Fig. 1: cell placement
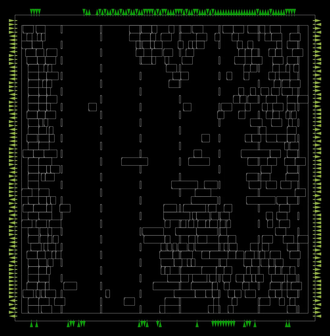
Fig. 2: signal wires by layer
The bar under the picture is 20 microns long.
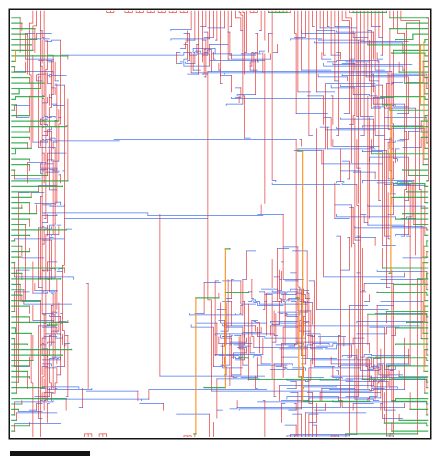
Fig. 3: nets reached from selected ports
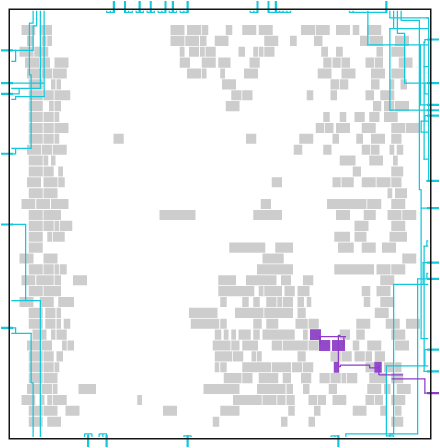
Fig. 4: I/O pins on the die edge
Pins as bars across the die edge, other pins in gray.
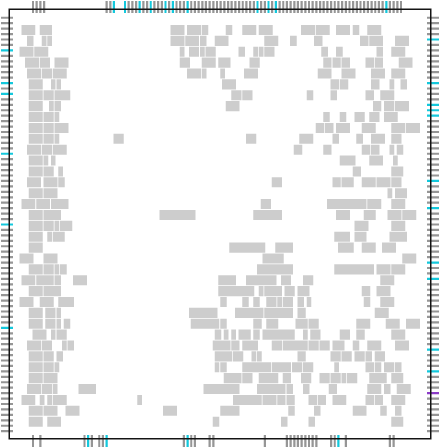
<file path="config.mk">
export PLATFORM = sky130hd
export DESIGN_NAME = mem_port_arbiter_flat
export DESIGN_NICKNAME = d
export VERILOG_FILES = /design/src/rtl/cpu_types_pkg.sv /design/src/rtl/mem_port_arbiter_if.sv /design/src/rtl/mem_port_arbiter_streak_counter.sv /design/src/rtl/mem_port_arbiter.sv /design/src/flat_wrapper.sv
export SDC_FILE = /design/constraint.sdc
export NUM_CORES = 1
export LEC_CHECK = 0
export ABC_CLOCK_PERIOD_IN_PS = 2440
export CORE_AREA = 2 2 103 105
export CTS_BUF_LIST = sky130_fd_sc_hd__clkbuf_16
export CTS_CLUSTER_DIAMETER = 100
export DETAILED_ROUTE_END_ITERATION = 8
export DIE_AREA = 0 0 105 107
export PLACE_DENSITY = 0.61
export SYNTH_ARGS = -nofsm -noshare
export SYNTH_HDL_FRONTEND = slang
export SYNTH_SLANG_ARGS = --single-unit
</file>
<file path="constraint.sdc">
create_clock -name CLK -period 2.44 [get_ports CLK]
set_input_delay 0.732 -clock CLK [delete_from_list [all_inputs] [get_ports CLK]]
set_output_delay 0.732 -clock CLK [all_outputs]
set_load 0.01 [all_outputs]
</file>
<file path="src/rtl/cpu_types_pkg.sv">
// Shared CPU types: machine word, RAM-port arbiter states and the default fetch-fairness bound.
package cpu_types_pkg;

   localparam int WORD_W = 32;
   typedef logic [WORD_W-1:0] word_t;

   typedef enum logic [1:0] {
      IDLE   = 2'd0,
      IGRANT = 2'd1,
      DGRANT = 2'd2
   } arb_state_t;

   localparam int MAX_DSTREAK_DEF = 4;

endpackage

</file>
<file path="src/rtl/mem_port_arbiter_if.sv">
// Request, response and RAM-side signals of the shared memory port.
// The master side is the core plus the RAM; the slave side is the arbiter.
interface mem_port_arbiter_if #(parameter int WORD_W = 32);

   logic              iREN;
   logic [WORD_W-1:0] iaddr;
   logic              iwait;
   logic [WORD_W-1:0] iload;
   logic              dREN;
   logic              dWEN;
   logic [WORD_W-1:0] daddr;
   logic [WORD_W-1:0] dstore;
   logic              dwait;
   logic [WORD_W-1:0] dload;
   logic              halt;
   logic              ramREN;
   logic              ramWEN;
   logic [WORD_W-1:0] ramaddr;
   logic [WORD_W-1:0] ramstore;
   logic [WORD_W-1:0] ramload;
   logic              ram_ready;

   modport master (
      output iREN, iaddr, dREN, dWEN, daddr, dstore, halt, ramload, ram_ready,
      input  iwait, iload, dwait, dload, ramREN, ramWEN, ramaddr, ramstore
   );

   modport slave (
      input  iREN, iaddr, dREN, dWEN, daddr, dstore, halt, ramload, ram_ready,
      output iwait, iload, dwait, dload, ramREN, ramWEN, ramaddr, ramstore
   );

endinterface

</file>
<file path="src/rtl/mem_port_arbiter_streak_counter.sv">
// Saturating count of consecutive data grants taken while a fetch was waiting.
module arb_streak_counter #(
   parameter int MAX = 4
) (
   input  logic clk,
   input  logic rst,
   input  logic clr,
   input  logic inc,
   output logic sat
);

   localparam int W = $clog2(MAX + 1);

   logic [W-1:0] cnt_q;
   logic [W-1:0] cnt_d;

   always_comb begin
      cnt_d = cnt_q;
      if (clr)
         cnt_d = '0;
      else if (inc && (cnt_q != W'(MAX)))
         cnt_d = cnt_q + W'(1);
   end

   always_ff @(posedge clk) begin
      if (rst)
         cnt_q <= '0;
      else
         cnt_q <= cnt_d;
   end

   assign sat = (cnt_q == W'(MAX));

endmodule

</file>
<file path="src/rtl/mem_port_arbiter.sv">
// Single RAM port shared by instruction fetch and data access; data wins unless fetch
// has waited through MAX_DSTREAK data grants. One idle turnaround cycle after each access.
module mem_port_arbiter
   import cpu_types_pkg::*;
#(
   parameter int WORD_W      = 32,
   parameter int MAX_DSTREAK = MAX_DSTREAK_DEF
) (
   input  logic                CLK,
   input  logic                RST,
   mem_port_arbiter_if.slave   bus
);

   arb_state_t state_q;
   arb_state_t state_d;

   logic              dreq;
   logic              ireq;
   logic              sat;
   logic              streak_clr;
   logic              streak_inc;
   logic              ren_c;
   logic              wen_c;
   logic [WORD_W-1:0] addr_c;
   logic [WORD_W-1:0] store_c;

   assign dreq = bus.dREN | bus.dWEN;
   assign ireq = bus.iREN & ~bus.halt;

   // A dropped request leaves its grant just like a completion, but without signalling one.
   always_comb begin
      state_d = state_q;
      case (state_q)
         IDLE: begin
            if (dreq && ireq && sat)
               state_d = IGRANT;
            else if (dreq)
               state_d = DGRANT;
            else if (ireq)
               state_d = IGRANT;
         end
         IGRANT:  if (bus.ram_ready || !bus.iREN) state_d = IDLE;
         DGRANT:  if (bus.ram_ready || !dreq)     state_d = IDLE;
         default: state_d = IDLE;
      endcase
   end

   always_ff @(posedge CLK) begin
      if (RST)
         state_q <= IDLE;
      else
         state_q <= state_d;
   end

   assign streak_inc = (state_q == IDLE) && (state_d == DGRANT) && ireq;
   assign streak_clr = (state_q == IDLE) &&
                       ((state_d == IGRANT) || ((state_d == DGRANT) && !ireq));

   arb_streak_counter #(.MAX(MAX_DSTREAK)) u_streak (
      .clk (CLK),
      .rst (RST),
      .clr (streak_clr),
      .inc (streak_inc),
      .sat (sat)
   );

   always_comb begin
      ren_c   = 1'b0;
      wen_c   = 1'b0;
      addr_c  = '0;
      store_c = '0;
      if (!RST) begin
         case (state_q)
            IGRANT: begin
               ren_c  = bus.iREN;
               addr_c = bus.iaddr;
            end
            DGRANT: begin
               wen_c   = bus.dWEN;
               ren_c   = bus.dREN & ~bus.dWEN;
               addr_c  = bus.daddr;
               store_c = bus.dstore;
            end
            default: ;
         endcase
      end
   end

   assign bus.ramREN   = ren_c;
   assign bus.ramWEN   = wen_c;
   assign bus.ramaddr  = addr_c;
   assign bus.ramstore = store_c;

   assign bus.iwait = bus.iREN & ~(!RST && (state_q == IGRANT) && bus.ram_ready);
   assign bus.dwait = dreq     & ~(!RST && (state_q == DGRANT) && bus.ram_ready);
   assign bus.iload = bus.ramload;
   assign bus.dload = bus.ramload;

endmodule
</file>
<file path="src/flat_wrapper.sv">
// flat-port wrapper written by rule: the top's interface ports become plain ports
module mem_port_arbiter_flat import cpu_types_pkg::*;
#(
   parameter int WORD_W      = 32,
   parameter int MAX_DSTREAK = MAX_DSTREAK_DEF
)
  (CLK, RST, bus_iREN, bus_iaddr, bus_dREN, bus_dWEN, bus_daddr, bus_dstore, bus_halt, bus_ramload, bus_ram_ready, bus_iwait, bus_iload, bus_dwait, bus_dload, bus_ramREN, bus_ramWEN, bus_ramaddr, bus_ramstore);
  mem_port_arbiter_if #(.WORD_W(WORD_W)) bus_i ();
  input  logic CLK;
  input  logic RST;
  input wire logic [$bits(bus_i.iREN)-1:0] bus_iREN;
  input wire logic [$bits(bus_i.iaddr)-1:0] bus_iaddr;
  input wire logic [$bits(bus_i.dREN)-1:0] bus_dREN;
  input wire logic [$bits(bus_i.dWEN)-1:0] bus_dWEN;
  input wire logic [$bits(bus_i.daddr)-1:0] bus_daddr;
  input wire logic [$bits(bus_i.dstore)-1:0] bus_dstore;
  input wire logic [$bits(bus_i.halt)-1:0] bus_halt;
  input wire logic [$bits(bus_i.ramload)-1:0] bus_ramload;
  input wire logic [$bits(bus_i.ram_ready)-1:0] bus_ram_ready;
  output wire logic [$bits(bus_i.iwait)-1:0] bus_iwait;
  output wire logic [$bits(bus_i.iload)-1:0] bus_iload;
  output wire logic [$bits(bus_i.dwait)-1:0] bus_dwait;
  output wire logic [$bits(bus_i.dload)-1:0] bus_dload;
  output wire logic [$bits(bus_i.ramREN)-1:0] bus_ramREN;
  output wire logic [$bits(bus_i.ramWEN)-1:0] bus_ramWEN;
  output wire logic [$bits(bus_i.ramaddr)-1:0] bus_ramaddr;
  output wire logic [$bits(bus_i.ramstore)-1:0] bus_ramstore;
  assign bus_i.iREN = bus_iREN;
  assign bus_i.iaddr = bus_iaddr;
  assign bus_i.dREN = bus_dREN;
  assign bus_i.dWEN = bus_dWEN;
  assign bus_i.daddr = bus_daddr;
  assign bus_i.dstore = bus_dstore;
  assign bus_i.halt = bus_halt;
  assign bus_i.ramload = bus_ramload;
  assign bus_i.ram_ready = bus_ram_ready;
  assign bus_iwait = bus_i.iwait;
  assign bus_iload = bus_i.iload;
  assign bus_dwait = bus_i.dwait;
  assign bus_dload = bus_i.dload;
  assign bus_ramREN = bus_i.ramREN;
  assign bus_ramWEN = bus_i.ramWEN;
  assign bus_ramaddr = bus_i.ramaddr;
  assign bus_ramstore = bus_i.ramstore;
  mem_port_arbiter #(.WORD_W(WORD_W), .MAX_DSTREAK(MAX_DSTREAK)) u_core (.CLK(CLK), .RST(RST), .bus(bus_i));
endmodule
</file>
==> flow_summary.yaml <==
# yosys + openroad results
floorplan:
  rows: 37
  fp-utilization_pct: 16.0
  boundaryPins: 267
  die_area_sq_um: 11200
  die_w_microns: 105
  die_y_microns: 107
final_timing:
  timing.final.max_slew_violations: 0
  final-hold-violation-count: 0
  tightest_slew_ns: 0.348
  min_period_ns: 2.41
  setup_viol: 0
  fin_worst_skew_ns: 0.000455
  relSlewSlack_pct: 76.6
  period_used_pct: 98.7
  fmax_ghz: 0.415
critical_path:
  worstSetupStartpointType: "input pin"
  critPathCaptureType: "primary output"
  arrival_ns: 1.68
  regToRegSetupSlack_ns: 0.33
  cp.required_ns: 1.71
  critPathKind: "in -> out"
  r2r-start: "u_core.state_q[0]"
  path_buffers: 2
  r2r_cells: 9
  max_stage_delay_ns: 0.42
  cp_max_fo: 1
  cp_slowest_cell: "clkdlybuf4s50_1"
  worstReg2RegEnd: "u_core.u_streak.cnt_q[2]"
  cpLargestDelayFamily: "buffers and inverters"
  cp_cell_sequence: "clkdlybuf4s50_1, a22oi_1, nor2_1, dlygate4sd2_1"
route:
  firstDrtPassIters: 4
  vias: 2105
  viasPerCell: 4.26
  drt-total-wl_microns: 8750
  drtIter0Drc: 61
  ant_nets: 0
  post-route-drc-count: 0
  wl_per_cell_microns: 17.7
cts:
  cts-buffers-inserted: 3
  clk_pin_slew_ns: 0.03
  cts_buffer_depth: 2
  clock_latency_ns: 0.23
  tritoncts: "done"
  cts.sinks: 5
  cts_max_level: 1
  hold_buffers: 0
  root_buffer: "clkbuf_16"
global_route:
  gr-usage-all-layers_pct: 13.6
  overflow: 0
  antenna_found_initial: 0
  grt_pass1_vias: 2108
  grt_max_degree: 34
  grt_pass1_wl_microns: 11600
logic_synthesis:
  ys_warn_count: 0
  syn_area_sq_um: 1620
  floorplan.nets: 378
  ys_cells: 237
  async_flop_share_pct: 0
  most_common_cell: "buf_4"
  synth-edff-count: 0
  synthesis.instances: 237
  ys_seq_share_pct: 6.18
  top_cell_area_share_pct: 30.1
  top_cells_by_count: "buf_4, a22oi_1, and2_1, nor2_1, clkbuf_1"
  yosys_area_sq_um: 1620
  area_leaders: "buf_4, a22oi_1, and2_1"
  ys_ff: 5
  ff_type: "dfxtp_1"
  syn_avg_cell_area_sq_um: 6.83
  synth_cell_type_count: 38
  yosysTopAreaCell: "buf_4"
finish:
  synthToLayoutAreaGrowth_pct: 99.4
  n_antenna_cell: 0
  drive_gt1_share_pct: 27.1
  finalNonFillerCells: 494
  fin_nets: 500
  postLayoutCoreUtil_pct: 32.0
  fill_cells: 1139
hold_path:
  hold_path_depth: 2
  hold_class: "reg -> reg"
  min_to: "u_core.u_streak.cnt_q[0]"
  hp-start: "u_core.u_streak.cnt_q[0]"
power:
  vdd_drop_max_v: 0.000117
  swShare_pct: 29.2
  seq_power_share_pct: 10.7
  comb_power_share_pct: 56.4
  p_clk_share_pct: 32.9
  p_sw_mw: 0.239
  p_int_mw: 0.581
  p_per_area_nw_per_um2: 254
  leakagePower_nw: 1.35
job:
  maxCapViolCount: 0
  warnings: 31
status:
  outcome: "completed"
placed_design:
  dp_cells: 483
  port_buffers: 170
  gp_congestion: 0.838
  hpwl_microns: 6920
About Fig. 1:
Tapcells: 136
Core Region: 10100 sq um

About Fig. 2:
layer	color	wire length
metal 3	green	889 microns
metal 1	blue	2950 microns
metal 2	red	4640 microns
metal 4	orange	271 microns

About Fig. 3:
port	color	direction	end cells	buffers	wire
`bus_ram_ready`	purple	input	5	2	51.6 microns
`bus_dload`	cyan	output	0	0	764 microns

About Fig. 4:
port	color	pins	direction	edge
`bus_ram_ready`	purple	1	input	east
`bus_dload`	cyan	32	output	11 north, 11 east, 6 west, 4 south

## cells in the final DEF, fill, tap and decap left out, types with 2 or more instances in the layout
cell,n
inv_1,6
buf_12,3
clkbuf_2,14
a21oi_1,2
and2_1,30
buf_16,2
o21ai_0,3
a22oi_1,27
clkdlybuf4s15_1,20
clkdlybuf4s50_1,98
buf_4,21
a211oi_2,2
nor2_1,33
o21a_1,2
a22oi_2,6
dlygate4sd2_1,8
clkbuf_16,4
buf_2,23
dfxtp_1,4
clkdlybuf4s15_2,2
and2_4,3
ha_1,4
nand2_1,3
nand3_1,3
buf_6,4
nor3_1,2
## state kept, by name, summed over array words and instances, names as in the netlist
| register | count |
|---|---|
| u_core.u_streak.cnt_q | 3 |
| u_core.state_q | 2 |
## area by class of cell
type | instances | area, sq um | area share (%)
flip-flops and latches | 5 | 101 | 3.14
clock inverters | 1 | 3.75 | 0.116
multi-input cells | 146 | 1040 | 32.2
well taps | 136 | 170 | 5.27
repair buffers | 197 | 1810 | 56.2
inverters | 6 | 22.5 | 0.698
clock buffers | 3 | 75.1 | 2.33
## power by group through the flow
stage	logic, mW	clock network, mW	registers (mW)
after detailed placement	0.434	0	0.0877
after global routing	0.491	0.279	0.0882
after CTS	0.442	0.276	0.0871
after global placement	0.434	0	0.0877
after floorplan	0.242	0	0.0879
final	0.463	0.270	0.0879
## layer usage
metal | global-route usage, % | wire (microns)
met4 | 5.81 | 271
met3 | 4.38 | 888
met2 | 27.1 | 4640
met1 | 12.5 | 2950
met5 | 0 | 0
## timing repair
item / 4_1_cts / 5_1_grt
endpoints found under the setup margin: 68 / 65
buffers inserted: 2 / 2
resized: 193 / 43
cloned: 2 / 1
pin swaps: 2 / 6
## cell families (layout without fill, tap and decap cells)
kind of cell | count (synthesis) | in the layout | share of synthesized area, %
DFF | 5 | 5 | 6.18
muxes | 1 | 1 | 0.618
and+or+nand+nor | 86 | 86 | 28.1
buffers and inverters | 86 | 207 | 35.1
adders and majority gates | 6 | 6 | 4.64
AOI/OAI and AO/OA | 53 | 53 | 25.4
## metrics by stage
| step | hold slack [ns] | setup WS (ns) | total power [mW] | cell area, sq um | setup TNS (ns) |
|---|---|---|---|---|---|
| 4_1_cts | 0.510 | -0.000266 | 0.805 | 3190 | -0.000266 |
| 3_5_place_dp | 0.503 | -0.615 | 0.522 | 3130 | -37.29 |
| 3_3_place_gp | 0.491 | -0.616 | 0.522 | 3130 | -36.70 |
| 2_1_floorplan | 0.476 | 0.0617 | 0.330 | 1620 | 0 |
| 5_1_grt | 0.588 | -0.0132 | 0.858 | 3230 | -0.0242 |
| 6_report | 0.541 | 0.0323 | 0.821 | 3230 | 0 |
## worst max-delay path by stage
stage | startpoint | to | slack, ns | cells past startpoint
2_1_floorplan | RST | bus_ramaddr[10] | 0.06 | 5
3_3_place_gp | RST | bus_ramstore[21] | -0.62 | 5
3_5_place_dp | RST | bus_ramstore[21] | -0.61 | 5
4_1_cts | RST | bus_ramstore[31] | -0.0003 | 6
5_1_grt | bus_daddr[0] | bus_ramaddr[0] | -0.01 | 4
6_report | bus_daddr[30] | bus_ramaddr[30] | 0.03 | 4
No activity file was given, so power comes from the tool's default toggle rates.
